Fig. 1: clock nets
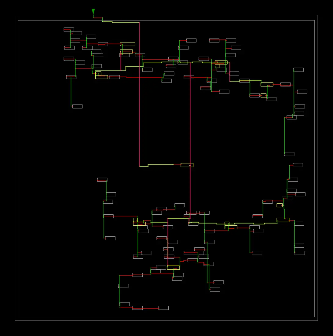
Fig. 2: selected gate families
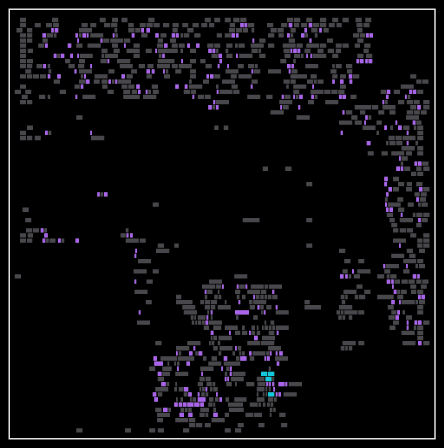
Fig. 3: pin map
Scale bar: 50 um. Pins as bars across the die edge, other pins in grey.
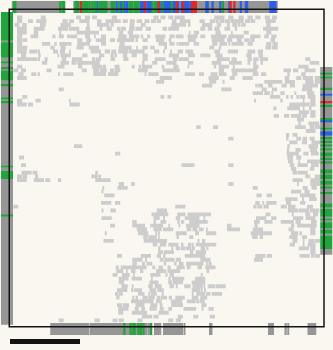
Fig. 4: wire density map
22 x 23 tiles, from white (low) to dark blue (high), scaled to the fullest tile. Values are wire area over tile area, all layers added.
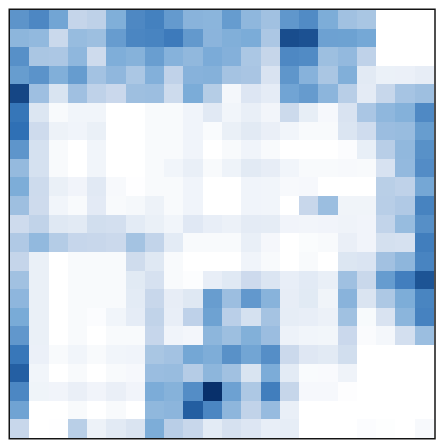
==> src/rtl/sdc_hc_pkg.sv <==
// Shared Host Controller register-port definitions: field widths, attribute codes,
// well-known register indices and the arbiter FSM encoding.
package sdc_hc_pkg;
    localparam int HC_IDX_W = 12;
    localparam int HC_RD_W  = 128;
    localparam int HC_WR_W  = 32;
    localparam int ATTR_W   = 3;

    localparam logic [ATTR_W-1:0] ATTR_RO   = 3'd0;
    localparam logic [ATTR_W-1:0] ATTR_RW   = 3'd1;
    localparam logic [ATTR_W-1:0] ATTR_RW1C = 3'd3;

    localparam logic [HC_IDX_W-1:0] REG_PRESENT_STATE = 12'h024;
    localparam logic [HC_IDX_W-1:0] REG_NORM_INT_STAT = 12'h030;

    typedef enum logic [1:0] {
        ST_IDLE = 2'd0,
        ST_OWN  = 2'd1,
        ST_GAP  = 2'd2
    } arb_state_e;
endpackage

==> src/rtl/sdc_hc_reg_arbiter_if.sv <==
// Requester-side and host-side signals of the shared HC register port.
// slave = the arbiter, master = requesters plus host register file.
interface sdc_hc_reg_arbiter_if
    import sdc_hc_pkg::*;
#(
    parameter int NREQ = 4
);
    logic [NREQ-1:0]          req;
    logic [NREQ*HC_IDX_W-1:0] req_rd_idx;
    logic [NREQ-1:0]          req_wr_strb;
    logic [NREQ*HC_IDX_W-1:0] req_wr_idx;
    logic [NREQ*HC_WR_W-1:0]  req_wr_data;
    logic [NREQ*ATTR_W-1:0]   req_attr;
    logic [NREQ-1:0]          gnt;
    logic [HC_RD_W-1:0]       rd_data;
    logic [HC_IDX_W-1:0]      rd_reg_index;
    logic [HC_RD_W-1:0]       rd_reg_input;
    logic                     wr_reg_strb;
    logic [HC_IDX_W-1:0]      wr_reg_index;
    logic [HC_WR_W-1:0]       wr_reg_output;
    logic [ATTR_W-1:0]        reg_attr;
    logic [NREQ-1:0]          drop_err;
    logic [NREQ-1:0]          tout_err;
    logic                     err_clr;
    logic                     busy;

    modport slave (
        input  req, req_rd_idx, req_wr_strb, req_wr_idx, req_wr_data, req_attr,
               rd_reg_input, err_clr,
        output gnt, rd_data, rd_reg_index, wr_reg_strb, wr_reg_index, wr_reg_output,
               reg_attr, drop_err, tout_err, busy
    );

    modport master (
        output req, req_rd_idx, req_wr_strb, req_wr_idx, req_wr_data, req_attr,
               rd_reg_input, err_clr,
        input  gnt, rd_data, rd_reg_index, wr_reg_strb, wr_reg_index, wr_reg_output,
               reg_attr, drop_err, tout_err, busy
    );
endinterface

==> src/rtl/sdc_hc_reg_arbiter_rr_pick.sv <==
// Combinational round-robin picker: first eligible index at or after i_ptr, wrapping.
module sdc_hc_reg_arbiter_rr_pick #(
    parameter int NREQ = 4,
    parameter int IW   = $clog2(NREQ)
) (
    input  logic [NREQ-1:0] i_elig,
    input  logic [IW-1:0]   i_ptr,
    output logic [NREQ-1:0] o_onehot,
    output logic [IW-1:0]   o_idx,
    output logic            o_any
);
    // Scan from the farthest candidate back to i_ptr so the nearest eligible one wins
    always_comb begin
        logic [IW:0]   v_sum;
        logic [IW-1:0] v_j;
        v_sum    = '0;
        v_j      = '0;
        o_onehot = '0;
        o_idx    = '0;
        o_any    = 1'b0;
        for (int k = NREQ - 1; k >= 0; k--) begin
            v_sum = {1'b0, i_ptr} + (IW+1)'(k);
            if (v_sum >= (IW+1)'(NREQ))
                v_sum = v_sum - (IW+1)'(NREQ);
            v_j = v_sum[IW-1:0];
            if (i_elig[v_j]) begin
                o_any         = 1'b1;
                o_idx         = v_j;
                o_onehot      = '0;
                o_onehot[v_j] = 1'b1;
            end
        end
    end
endmodule

==> src/rtl/sdc_hc_reg_arbiter.sv <==
// Round-robin session arbiter for the single HC register port. A grant lasts while the
// owner holds req, is force-revoked after MAX_HOLD cycles, and every grant ends with a
// one-cycle turnaround during which the host port is idle.
module sdc_hc_reg_arbiter
    import sdc_hc_pkg::*;
#(
    parameter int                NREQ     = 4,
    parameter int                HOLD_W   = 16,
    parameter logic [HOLD_W-1:0] MAX_HOLD = 16'd4096
) (
    input  logic                 clk,
    input  logic                 reset,
    sdc_hc_reg_arbiter_if.slave  bus
);
    localparam int IW = $clog2(NREQ);

    arb_state_e          r_state, w_state_nxt;
    logic [IW-1:0]       r_owner, r_rr_ptr;
    logic [HOLD_W-1:0]   r_hold_cnt;
    logic                r_busy;
    logic [NREQ-1:0]     r_gnt, r_lockout, r_drop_err, r_tout_err;
    logic                r_wr_strb;
    logic [HC_IDX_W-1:0] r_rd_idx, r_wr_idx;
    logic [HC_WR_W-1:0]  r_wr_data;
    logic [ATTR_W-1:0]   r_attr;

    logic [NREQ-1:0]     w_elig, w_win_oh, w_own_oh, w_tout_set, w_drop_set;
    logic [IW-1:0]       w_win_idx;
    logic                w_win_any, w_timeout, w_stay;
    logic                w_o_req, w_o_strb;
    logic [HC_IDX_W-1:0] w_o_rd_idx, w_o_wr_idx;
    logic [HC_WR_W-1:0]  w_o_wr_data;
    logic [ATTR_W-1:0]   w_o_attr;

    // A requester locked out by a timeout must drop req once before it can win again
    assign w_elig = bus.req & ~r_lockout;

    sdc_hc_reg_arbiter_rr_pick #(.NREQ(NREQ), .IW(IW)) u_rr_pick (
        .i_elig   (w_elig),
        .i_ptr    (r_rr_ptr),
        .o_onehot (w_win_oh),
        .o_idx    (w_win_idx),
        .o_any    (w_win_any)
    );

    // Mux out the current owner's request slices
    always_comb begin
        w_own_oh    = '0;
        w_o_req     = 1'b0;
        w_o_strb    = 1'b0;
        w_o_rd_idx  = '0;
        w_o_wr_idx  = '0;
        w_o_wr_data = '0;
        w_o_attr    = ATTR_RO;
        for (int i = 0; i < NREQ; i++) begin
            if (r_owner == IW'(i)) begin
                w_own_oh[i] = 1'b1;
                w_o_req     = bus.req[i];
                w_o_strb    = bus.req_wr_strb[i];
                w_o_rd_idx  = bus.req_rd_idx[i*HC_IDX_W +: HC_IDX_W];
                w_o_wr_idx  = bus.req_wr_idx[i*HC_IDX_W +: HC_IDX_W];
                w_o_wr_data = bus.req_wr_data[i*HC_WR_W +: HC_WR_W];
                w_o_attr    = bus.req_attr[i*ATTR_W +: ATTR_W];
            end
        end
    end

    // Next state; a release in the timeout cycle takes priority and raises no error
    always_comb begin
        w_state_nxt = r_state;
        w_timeout   = 1'b0;
        case (r_state)
            ST_IDLE: if (w_win_any) w_state_nxt = ST_OWN;
            ST_OWN: begin
                if (!w_o_req) begin
                    w_state_nxt = ST_GAP;
                end else if (r_hold_cnt == MAX_HOLD - 1'b1) begin
                    w_timeout   = 1'b1;
                    w_state_nxt = ST_GAP;
                end
            end
            ST_GAP:  w_state_nxt = ST_IDLE;
            default: w_state_nxt = ST_IDLE;
        endcase
    end

    assign w_stay     = (r_state == ST_OWN) && (w_state_nxt == ST_OWN);
    assign w_tout_set = w_timeout ? w_own_oh : '0;
    assign w_drop_set = bus.req_wr_strb & ~r_gnt;

    // FSM state register
    always_ff @(posedge clk) begin
        if (reset) r_state <= ST_IDLE;
        else       r_state <= w_state_nxt;
    end

    // Grant, owner, hold counter and round-robin pointer bookkeeping
    always_ff @(posedge clk) begin
        if (reset) begin
            r_gnt      <= '0;
            r_owner    <= '0;
            r_rr_ptr   <= '0;
            r_hold_cnt <= '0;
            r_busy     <= 1'b0;
        end else begin
            case (r_state)
                ST_IDLE: if (w_win_any) begin
                    r_gnt      <= w_win_oh;
                    r_owner    <= w_win_idx;
                    r_hold_cnt <= '0;
                    r_busy     <= 1'b1;
                end
                ST_OWN: begin
                    if (r_hold_cnt != '1) r_hold_cnt <= r_hold_cnt + 1'b1;
                    if (!w_stay) begin
                        r_gnt  <= '0;
                        r_busy <= 1'b0;
                    end
                end
                ST_GAP: r_rr_ptr <= (r_owner == IW'(NREQ - 1)) ? '0 : r_owner + 1'b1;
                default: ;
            endcase
        end
    end

    // Host port: owner's slices one cycle late while it keeps the grant, idle zeros otherwise
    always_ff @(posedge clk) begin
        if (reset || !w_stay) begin
            r_wr_strb <= 1'b0;
            r_rd_idx  <= '0;
            r_wr_idx  <= '0;
            r_wr_data <= '0;
            r_attr    <= ATTR_RO;
        end else begin
            r_wr_strb <= w_o_strb & w_o_req;
            r_rd_idx  <= w_o_rd_idx;
            r_wr_idx  <= w_o_wr_idx;
            r_wr_data <= w_o_wr_data;
            r_attr    <= w_o_attr;
        end
    end

    // Sticky errors (a new set beats a simultaneous clear) and timeout lockout
    always_ff @(posedge clk) begin
        if (reset) begin
            r_lockout  <= '0;
            r_drop_err <= '0;
            r_tout_err <= '0;
        end else begin
            r_lockout  <= (r_lockout | w_tout_set) & bus.req;
            r_drop_err <= (bus.err_clr ? '0 : r_drop_err) | w_drop_set;
            r_tout_err <= (bus.err_clr ? '0 : r_tout_err) | w_tout_set;
        end
    end

    assign bus.gnt           = r_gnt;
    assign bus.busy          = r_busy;
    assign bus.rd_data       = bus.rd_reg_input;
    assign bus.rd_reg_index  = r_rd_idx;
    assign bus.wr_reg_strb   = r_wr_strb;
    assign bus.wr_reg_index  = r_wr_idx;
    assign bus.wr_reg_output = r_wr_data;
    assign bus.reg_attr      = r_attr;
    assign bus.drop_err      = r_drop_err;
    assign bus.tout_err      = r_tout_err;
endmodule

==> src/flat_wrapper.sv <==
// flat-port wrapper written by rule: the top's interface ports become plain ports
module sdc_hc_reg_arbiter_flat import sdc_hc_pkg::*;
#(
    parameter int                NREQ     = 4,
    parameter int                HOLD_W   = 16,
    parameter logic [HOLD_W-1:0] MAX_HOLD = 16'd4096
)
  (clk, reset, bus_req, bus_req_rd_idx, bus_req_wr_strb, bus_req_wr_idx, bus_req_wr_data, bus_req_attr, bus_rd_reg_input, bus_err_clr, bus_gnt, bus_rd_data, bus_rd_reg_index, bus_wr_reg_strb, bus_wr_reg_index, bus_wr_reg_output, bus_reg_attr, bus_drop_err, bus_tout_err, bus_busy);
  sdc_hc_reg_arbiter_if #(.NREQ(NREQ)) bus_i ();
  input  logic clk;
  input  logic reset;
  input wire logic [$bits(bus_i.req)-1:0] bus_req;
  input wire logic [$bits(bus_i.req_rd_idx)-1:0] bus_req_rd_idx;
  input wire logic [$bits(bus_i.req_wr_strb)-1:0] bus_req_wr_strb;
  input wire logic [$bits(bus_i.req_wr_idx)-1:0] bus_req_wr_idx;
  input wire logic [$bits(bus_i.req_wr_data)-1:0] bus_req_wr_data;
  input wire logic [$bits(bus_i.req_attr)-1:0] bus_req_attr;
  input wire logic [$bits(bus_i.rd_reg_input)-1:0] bus_rd_reg_input;
  input wire logic [$bits(bus_i.err_clr)-1:0] bus_err_clr;
  output wire logic [$bits(bus_i.gnt)-1:0] bus_gnt;
  output wire logic [$bits(bus_i.rd_data)-1:0] bus_rd_data;
  output wire logic [$bits(bus_i.rd_reg_index)-1:0] bus_rd_reg_index;
  output wire logic [$bits(bus_i.wr_reg_strb)-1:0] bus_wr_reg_strb;
  output wire logic [$bits(bus_i.wr_reg_index)-1:0] bus_wr_reg_index;
  output wire logic [$bits(bus_i.wr_reg_output)-1:0] bus_wr_reg_output;
  output wire logic [$bits(bus_i.reg_attr)-1:0] bus_reg_attr;
  output wire logic [$bits(bus_i.drop_err)-1:0] bus_drop_err;
  output wire logic [$bits(bus_i.tout_err)-1:0] bus_tout_err;
  output wire logic [$bits(bus_i.busy)-1:0] bus_busy;
  assign bus_i.req = bus_req;
  assign bus_i.req_rd_idx = bus_req_rd_idx;
  assign bus_i.req_wr_strb = bus_req_wr_strb;
  assign bus_i.req_wr_idx = bus_req_wr_idx;
  assign bus_i.req_wr_data = bus_req_wr_data;
  assign bus_i.req_attr = bus_req_attr;
  assign bus_i.rd_reg_input = bus_rd_reg_input;
  assign bus_i.err_clr = bus_err_clr;
  assign bus_gnt = bus_i.gnt;
  assign bus_rd_data = bus_i.rd_data;
  assign bus_rd_reg_index = bus_i.rd_reg_index;
  assign bus_wr_reg_strb = bus_i.wr_reg_strb;
  assign bus_wr_reg_index = bus_i.wr_reg_index;
  assign bus_wr_reg_output = bus_i.wr_reg_output;
  assign bus_reg_attr = bus_i.reg_attr;
  assign bus_drop_err = bus_i.drop_err;
  assign bus_tout_err = bus_i.tout_err;
  assign bus_busy = bus_i.busy;
  sdc_hc_reg_arbiter #(.NREQ(NREQ), .HOLD_W(HOLD_W), .MAX_HOLD(MAX_HOLD)) u_core (.clk(clk), .reset(reset), .bus(bus_i));
endmodule
==> config.mk <==
export PLATFORM = sky130hd
export DESIGN_NAME = sdc_hc_reg_arbiter_flat
export DESIGN_NICKNAME = d
export VERILOG_FILES = /design/src/rtl/sdc_hc_pkg.sv /design/src/rtl/sdc_hc_reg_arbiter_if.sv /design/src/rtl/sdc_hc_reg_arbiter_rr_pick.sv /design/src/rtl/sdc_hc_reg_arbiter.sv /design/src/flat_wrapper.sv
export SDC_FILE = /design/constraint.sdc
export NUM_CORES = 1
export LEC_CHECK = 0
export ABC_CLOCK_PERIOD_IN_PS = 4800
export CAP_MARGIN = 0
export CORE_AREA = 2 2 223 225
export DETAILED_ROUTE_END_ITERATION = 10
export DIE_AREA = 0 0 225 227
export PLACE_DENSITY_LB_ADDON = 0.3
export SLEW_MARGIN = 20
export SYNTH_ARGS = -nofsm -noshare
export SYNTH_HDL_FRONTEND = slang
export SYNTH_SLANG_ARGS = --single-unit
==> constraint.sdc <==
create_clock -name clk -period 4.8 [get_ports clk]
set_input_delay 0.96 -clock clk [delete_from_list [all_inputs] [get_ports clk]]
set_output_delay 0.96 -clock clk [all_outputs]
set_load 0.005 [all_outputs]
==> CHANGELOG.md <==
### Metrics

* Yosys cell types at 54
* Hold Crit Depth at 2
* Total vias in the final route at 6255
* Synth Flop Type: sky130_fd_sc_hd__dfxtp_1
* Proportion of cell area spent on the clock network at 3.30%
* Async S/R FF share, synth at 0%
* GR Layer Usage met2 at 18.2%
* Hold_buf cts at 0
* Seq share, synth at 31.2%
* DRC viols at 0
* Beginning of the worst hold path: u_core.bus.drop_err[0]
* Number of warning messages in the logs at 36
* Number of vias per cell after detailed routing at 3.93
* Global-route wire length before repair at 40700 um
* Total Negative Setup Slacks at 0 ns
* Post-Layout Inst Area at 9560 um2
* Gp weighted congestion at 0.771
* LEAKAGE at 3.25 nW
* Required time reported for the critical path endpoint at 5.10 ns
* Outcome: complete, no violations
* Iteration-0 DRC Markers at 262
* Post-synthesis average cell area at 7.84 um2
* Number of resized instances in the post-cts repair step at 0
* Count of mapped cells out of synthesis at 811
* Setup bufs post-CTS at 0
* Cells in synth_stat.txt at 811
* Well tap count at 622
* Finished Core Util at 19.7%
* Sequential Area at 1980 um2
* IR Drop Worst-Case VDD at 0.000170 V
* Final worst clock skew at 0.0134 ns
* Count of port buffers added during placement at 319
* Count of yosys warnings during synthesis at 0
* Number of buffers between clock root and the deepest sink at 2
* Area added between synthesis and finish at 50.4%
* Number of synthesized register bits at 99
* Source of the worst register-to-register timing path: u_core.r_rr_ptr[0]
* Worst Setup Path Type: input port to flip-flop
* Period utilization at 67.7%
* Worst setup path startpoint: bus_req[1]
* Filler instances at 5420
* Largest net degree at the start of global routing at 83
* Top-count cell post-synth: sky130_fd_sc_hd__buf_4
* Post-detailed-placement half-perimeter wirelength at 23100 um
## Picture notes: Fig. 1
cts bufs inserted: 9
insertion delay of the later-clocked pin in the worst-skew pair: 0.39 ns
clock group power: 0.815 mW

## Picture notes: Fig. 2
Cyan is non-inverting ao/oa cells, cells 4, most used o311a_1, where bottom middle. Purple is nor cells, cells 248, most used nor2_1, where spread over the die.

## Picture notes: Fig. 3
Red is `bus_wr_reg_index`, pins 12, direction output, edge 11 top, 1 right. Green is `bus_req_wr_data`, pins 128, direction input, edge 41 right, 40 top, 39 left, 8 bottom. Blue is `bus_req_wr_idx`, pins 48, direction input, edge 44 top, 4 right.
All pins by edge: 200 top, 165 left, 112 bottom, 99 right.

## Picture notes: Fig. 4
13% of the tiles are over half the peak. The emptiest ninth of the die: middle. The densest ninth of the die: bottom middle. The mean over all tiles is 0.096.

[power breakdown]
part	internal [mW]	total (mW)	switching (mW)
Sequential	0.938	1.02	0.0861
Clock	0.421	0.815	0.395
Combinational	0.918	2.02	1.10
Total	2.28	3.86	1.59
[worst max-delay path, stage by stage]
cell and delay (ns):
sky130_fd_sc_hd__clkdlybuf4s50_1 0.52, sky130_fd_sc_hd__nor2b_1 0.44, sky130_fd_sc_hd__nor4_2 0.16, sky130_fd_sc_hd__a21oi_1 0.70, sky130_fd_sc_hd__nand2_1 0.26, sky130_fd_sc_hd__or3_1 0.37, sky130_fd_sc_hd__a21oi_1 0.13
Power and IR drop assume default switching activity.
